**config.mk**
```make
export PLATFORM = sky130hd
export DESIGN_NAME = leaf_out_arbiter
export DESIGN_NICKNAME = d
export VERILOG_FILES = /design/src/rtl/leaf_out_arbiter.sv
export SDC_FILE = /design/constraint.sdc
export NUM_CORES = 1
export LEC_CHECK = 0
export ABC_CLOCK_PERIOD_IN_PS = 3800
export CORE_ASPECT_RATIO = 1.4
export CORE_MARGIN = 2
export CORE_UTILIZATION = 40
export CTS_CLUSTER_SIZE = 20
export DETAILED_ROUTE_END_ITERATION = 10
export HOLD_SLACK_MARGIN = 0.08
export PLACE_DENSITY = 0.82
export SKIP_LAST_GASP = 1
export SLEW_MARGIN = 30
export SYNTH_ARGS = -nofsm -noshare
export SYNTH_HDL_FRONTEND = slang
export SYNTH_SLANG_ARGS = --single-unit
```
**constraint.sdc**
```tcl
create_clock -name clk -period 3.8 [get_ports clk]
set_input_delay 1.14 -clock clk [delete_from_list [all_inputs] [get_ports clk]]
set_output_delay 1.14 -clock clk [all_outputs]
set_load 0.05 [all_outputs]
```
**src/rtl/leaf_out_arbiter.sv**
```systemverilog
// Round-robin arbiter sharing one registered leaf_interface output among NUM_REQ
// valid/ready streams; grants last up to BURST_LEN words or until IDLE_TIMEOUT idle cycles.
module leaf_out_arbiter #(
    parameter int NUM_REQ      = 4,
    parameter int REQ_BITS     = 2,
    parameter int PAYLOAD_BITS = 32,
    parameter int BURST_LEN    = 16,
    parameter int IDLE_TIMEOUT = 4
) (
    input  logic                            clk,
    input  logic                            reset,
    input  logic                            ap_start,
    input  logic [NUM_REQ*PAYLOAD_BITS-1:0] din,
    input  logic [NUM_REQ-1:0]              vld_in,
    output logic [NUM_REQ-1:0]              rdy_upward,
    output logic [PAYLOAD_BITS-1:0]         dout,
    output logic                            vld_out,
    input  logic                            rdy_downward,
    output logic [REQ_BITS-1:0]             grant_id,
    output logic                            busy
);
    localparam int BW = (BURST_LEN > 1) ? $clog2(BURST_LEN) : 1;
    localparam int IW = (IDLE_TIMEOUT > 1) ? $clog2(IDLE_TIMEOUT) : 1;
    localparam logic [BW-1:0]       BURST_LAST = BW'(BURST_LEN - 1);
    localparam logic [IW-1:0]       IDLE_LAST  = IW'(IDLE_TIMEOUT - 1);
    localparam logic [REQ_BITS-1:0] LAST_REQ   = REQ_BITS'(NUM_REQ - 1);
    localparam logic [REQ_BITS:0]   NUM_REQ_W  = (REQ_BITS + 1)'(NUM_REQ);

    typedef enum logic {IDLE, GRANT} state_t;

    state_t                    state_q, state_d;
    logic [REQ_BITS-1:0]       grant_q, grant_d;
    logic [REQ_BITS-1:0]       rr_ptr_q, rr_ptr_d;
    logic [BW-1:0]             burst_cnt_q, burst_cnt_d;
    logic [IW-1:0]             idle_cnt_q, idle_cnt_d;
    logic [PAYLOAD_BITS-1:0]   dout_q, dout_d;
    logic                      vld_out_q, vld_out_d;

    logic                      load_en, accept, sel_vld;
    logic [PAYLOAD_BITS-1:0]   sel_data;
    logic [NUM_REQ-1:0]        vld_rot;
    logic [REQ_BITS:0]         pick_sum;
    logic [REQ_BITS-1:0]       pick_idx, rr_after;

    always_comb begin
        sel_vld  = 1'b0;
        sel_data = '0;
        for (int i = 0; i < NUM_REQ; i++) begin
            if (grant_q == REQ_BITS'(i)) begin
                sel_vld  = vld_in[i];
                sel_data = din[i*PAYLOAD_BITS +: PAYLOAD_BITS];
            end
        end
    end

    assign load_en = !vld_out_q || rdy_downward;
    assign accept  = (state_q == GRANT) && load_en && sel_vld;

    always_comb begin
        rdy_upward = '0;
        for (int i = 0; i < NUM_REQ; i++) begin
            rdy_upward[i] = (state_q == GRANT) && load_en && (grant_q == REQ_BITS'(i));
        end
    end

    // Rotate requests so bit 0 is rr_ptr; the lowest set bit is the next winner.
    always_comb begin
        vld_rot  = NUM_REQ'({vld_in, vld_in} >> rr_ptr_q);
        pick_sum = '0;
        for (int k = NUM_REQ - 1; k >= 0; k--) begin
            if (vld_rot[k]) pick_sum = {1'b0, rr_ptr_q} + (REQ_BITS + 1)'(k);
        end
        if (pick_sum >= NUM_REQ_W) pick_sum = pick_sum - NUM_REQ_W;
        pick_idx = pick_sum[REQ_BITS-1:0];
    end

    assign rr_after = (grant_q == LAST_REQ) ? '0 : grant_q + 1'b1;

    always_comb begin
        state_d     = state_q;
        grant_d     = grant_q;
        rr_ptr_d    = rr_ptr_q;
        burst_cnt_d = burst_cnt_q;
        idle_cnt_d  = idle_cnt_q;
        dout_d      = dout_q;
        vld_out_d   = vld_out_q;

        if (accept) begin
            dout_d    = sel_data;
            vld_out_d = 1'b1;
        end else if (rdy_downward) begin
            vld_out_d = 1'b0;
        end

        case (state_q)
            IDLE: begin
                if (ap_start && (|vld_in)) begin
                    state_d     = GRANT;
                    grant_d     = pick_idx;
                    burst_cnt_d = '0;
                    idle_cnt_d  = '0;
                end
            end
            GRANT: begin
                if (accept) begin
                    idle_cnt_d = '0;
                    if (burst_cnt_q == BURST_LAST) begin
                        state_d  = IDLE;
                        rr_ptr_d = rr_after;
                    end else begin
                        burst_cnt_d = burst_cnt_q + 1'b1;
                    end
                end else if (!sel_vld) begin
                    if (idle_cnt_q == IDLE_LAST) begin
                        state_d  = IDLE;
                        rr_ptr_d = rr_after;
                    end else begin
                        idle_cnt_d = idle_cnt_q + 1'b1;
                    end
                end
            end
            default: state_d = IDLE;
        endcase
    end

    always_ff @(posedge clk) begin
        if (reset) begin
            state_q     <= IDLE;
            grant_q     <= '0;
            rr_ptr_q    <= '0;
            burst_cnt_q <= '0;
            idle_cnt_q  <= '0;
            dout_q      <= '0;
            vld_out_q   <= 1'b0;
        end else begin
            state_q     <= state_d;
            grant_q     <= grant_d;
            rr_ptr_q    <= rr_ptr_d;
            burst_cnt_q <= burst_cnt_d;
            idle_cnt_q  <= idle_cnt_d;
            dout_q      <= dout_d;
            vld_out_q   <= vld_out_d;
        end
    end

    assign dout     = dout_q;
    assign vld_out  = vld_out_q;
    assign grant_id = grant_q;
    assign busy     = (state_q == GRANT);
endmodule

```
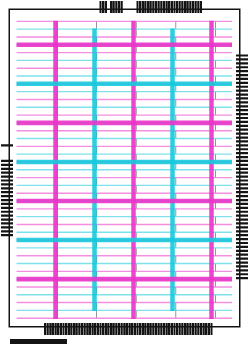
Fig. 1. PDN straps and rails (run 1).
Scale bar: 20 µm. Pins as bars on the die edge. Tap cells in grey.
- cyan: VDD
- magenta: VSS
- rows: 38
- signal pins: 176
- met4 straps: 5
- tap cells: 100

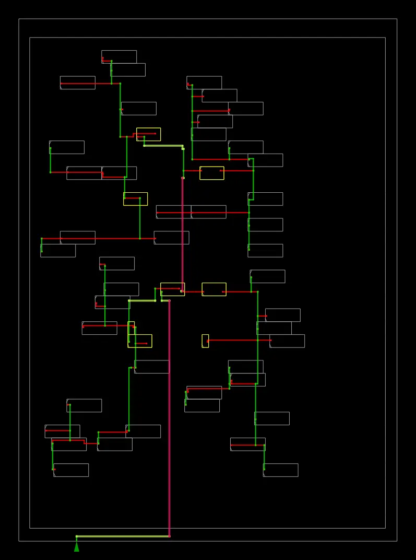
Fig. 2. Clock routing (run 1).
Worst Skew: 0.00594 ns
Num CTS Buffers: 5
Flop Count: 44
P_clk: 0.298 mW
clock latency on the worst-skew pair: 0.29 ns

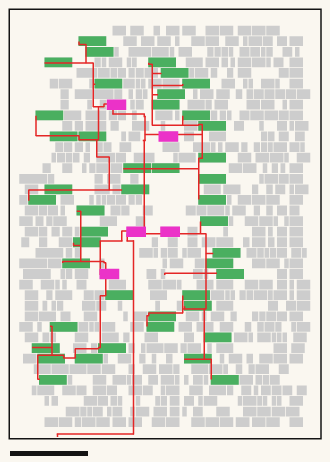
Fig. 3. Clock wires, drivers and flops (run 1).
Scale bar: 20 µm.
- magenta: cells driving clock nets (count 5)
- red: clock wires (length 536 µm)
- green: flip-flops (count 44)
- routed clock nets: 6

==> flow_metrics.py, run 1 <==
# Auto-generated metrics
metrics = {
    "run_status": {
        "status": "finished clean",
    },
    "die": {
        "design.die.area_um2": 8770,
        "die_height_um": 110,
        "n_tap_cell": 100,
    },
    "detailed_routing": {
        "via_per_inst": 5.29,
        "drt-wirelength-per-cell_um": 15.2,
        "dr_wl_met3_um": 661,
    },
    "critical_path": {
        "crit_family": "buffers and inverters",
        "crit_slowest_cell": "clkdlybuf4s50_1",
        "worstReg2RegEnd": "dout[18]",
        "cp-startpoint": "rdy_downward",
        "critPathMaxFanout": 6,
        "reg2reg_setup_slack_ns": 0.98,
    },
    "power": {
        "power.share.clock": 0.211,
        "power_mw": 1.41,
        "pg_comb_mw": 0.599,
        "pg_seq_mw": 0.516,
    },
    "synth": {
        "ys_area_um2": 3210,
        "mux_area_frac": 0.0144,
        "most_common_cell": "nand2_1",
        "ys_cells": 427,
        "topCellsByArea": "dfxtp_1 (27%), a211oi_2 (12%), a21oi_1 (11%)",
        "aoi_share": 0.346,
        "fa_ha_area_frac": 0.0234,
        "yosysSeqAreaShare": 0.274,
        "netlist_instances": 427,
    },
    "final_layout": {
        "diodes": 0,
        "nonClkBufAreaFrac": 0.363,
        "fill_cells": 657,
    },
    "placement": {
        "placed_area_um2": 4990,
        "gp_congestion": 0.827,
    },
    "grt": {
        "grt_antenna_before_repair": 0,
        "busiest_layer": "met2",
        "grt-ovfl-total": 0,
    },
    "timing": {
        "finalWorstSetupSlack_ns": 0.471,
    },
    "run": {
        "cap_violations": 0,
    },
}
==> run 2: changes to the inputs <==
CORE_ASPECT_RATIO = 1.75   (was 1.4)
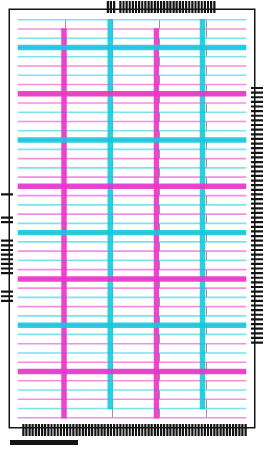
Fig. 4. PDN straps and rails (run 2).
Scale bar: 20 µm. Pins as bars on the die edge. Tap cells in grey.
- cyan: VDD
- magenta: VSS
- rows: 43
- signal pins: 176
- met1 rails: 44
- tap cells: 90
die height: 123 µm
Max IR drop VDD: 0.322 mV
Die X: 71.7 µm
core area: 7860 µm²

==> run 2 against run 1 <==
  * Cell area grew 1.0%
  * First-iteration DRC count shrank 12%
  * Sequential power is essentially flat
  * Via count shrank 0.36%
  * Critical path type unchanged
  * Clock skew shrank 0.0013 ns
  * Non-clock buffer count shrank 1
  * Largest power group unchanged
  * Highest routed layer unchanged
==> flow_metrics.py, run 2 <==
# Auto-generated metrics
metrics = {
    "detailed_routing": {
        "routed.top_layer": "met4",
        "dr_wl_met3_um": 607,
        "via_per_inst": 5.36,
        "drt-wirelength-per-cell_um": 15.7,
    },
    "synth": {
        "aoi_share": 0.346,
        "topCellsByArea": "dfxtp_1 (27%), a211oi_2 (12%), a21oi_1 (11%)",
        "avgSynthCellArea_um2": 7.52,
        "ys_cells": 427,
        "most_common_cell": "nand2_1",
        "ys_area_um2": 3210,
        "netlist_instances": 427,
        "fa_ha_area_frac": 0.0234,
        "yosysSeqAreaShare": 0.274,
    },
    "timing": {
        "finalWorstSetupSlack_ns": 0.474,
        "setup_tns_ns": 0,
        "fin_worst_skew_ns": 0.00467,
    },
    "final_layout": {
        "nonClkBufAreaFrac": 0.361,
        "diodes": 0,
        "seq_cells": 44,
        "fill_cells": 670,
    },
    "grt": {
        "track_usage": 0.234,
        "grt_antenna_before_repair": 0,
        "grt-ovfl-total": 0,
    },
    "power": {
        "power_mw": 1.55,
        "power.share.clock": 0.279,
        "maxPowerGroup": "combinational cells",
        "switching_share": 0.322,
        "pg_seq_mw": 0.516,
        "pg_clk_mw": 0.433,
        "pg_comb_mw": 0.602,
        "p_int_mw": 1.05,
    },
    "clocking": {
        "clk_pin_slew_worst_paths_ns": 0.06,
        "clk_latency_ns": 0.28,
        "cts_buffers": 5,
    },
    "die": {
        "n_tap_cell": 90,
        "design.die.area_um2": 8790,
    },
    "critical_path": {
        "worstReg2RegEnd": "burst_cnt_q[3]",
        "reg2reg_setup_slack_ns": 1.28,
        "critPathMaxFanout": 6,
        "critPathMaxStageDelay_ns": 0.47,
        "crit_family": "buffers and inverters",
        "critical_path_buf_inv_count": 2,
        "cp-startpoint": "rdy_downward",
    },
    "placement": {
        "gp_congestion": 0.882,
        "pre_cts_ws_ns": 0.470,
        "placed_area_um2": 4980,
    },
    "run_status": {
        "status": "finished clean",
    },
    "run": {
        "cap_violations": 0,
    },
}
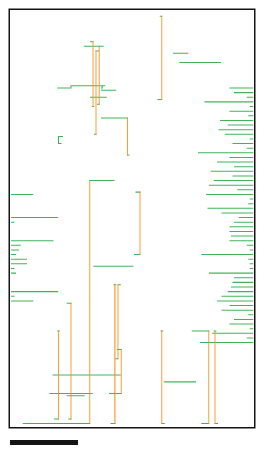
Fig. 5. Routed metal, one colour a layer (run 2).
Scale bar: 20 µm. Two of the layers only.
- green: met3 (wire length 607 µm)
- orange: met4 (wire length 403 µm)

Power figures rest on the tool's default switching activity, not on a simulated workload.
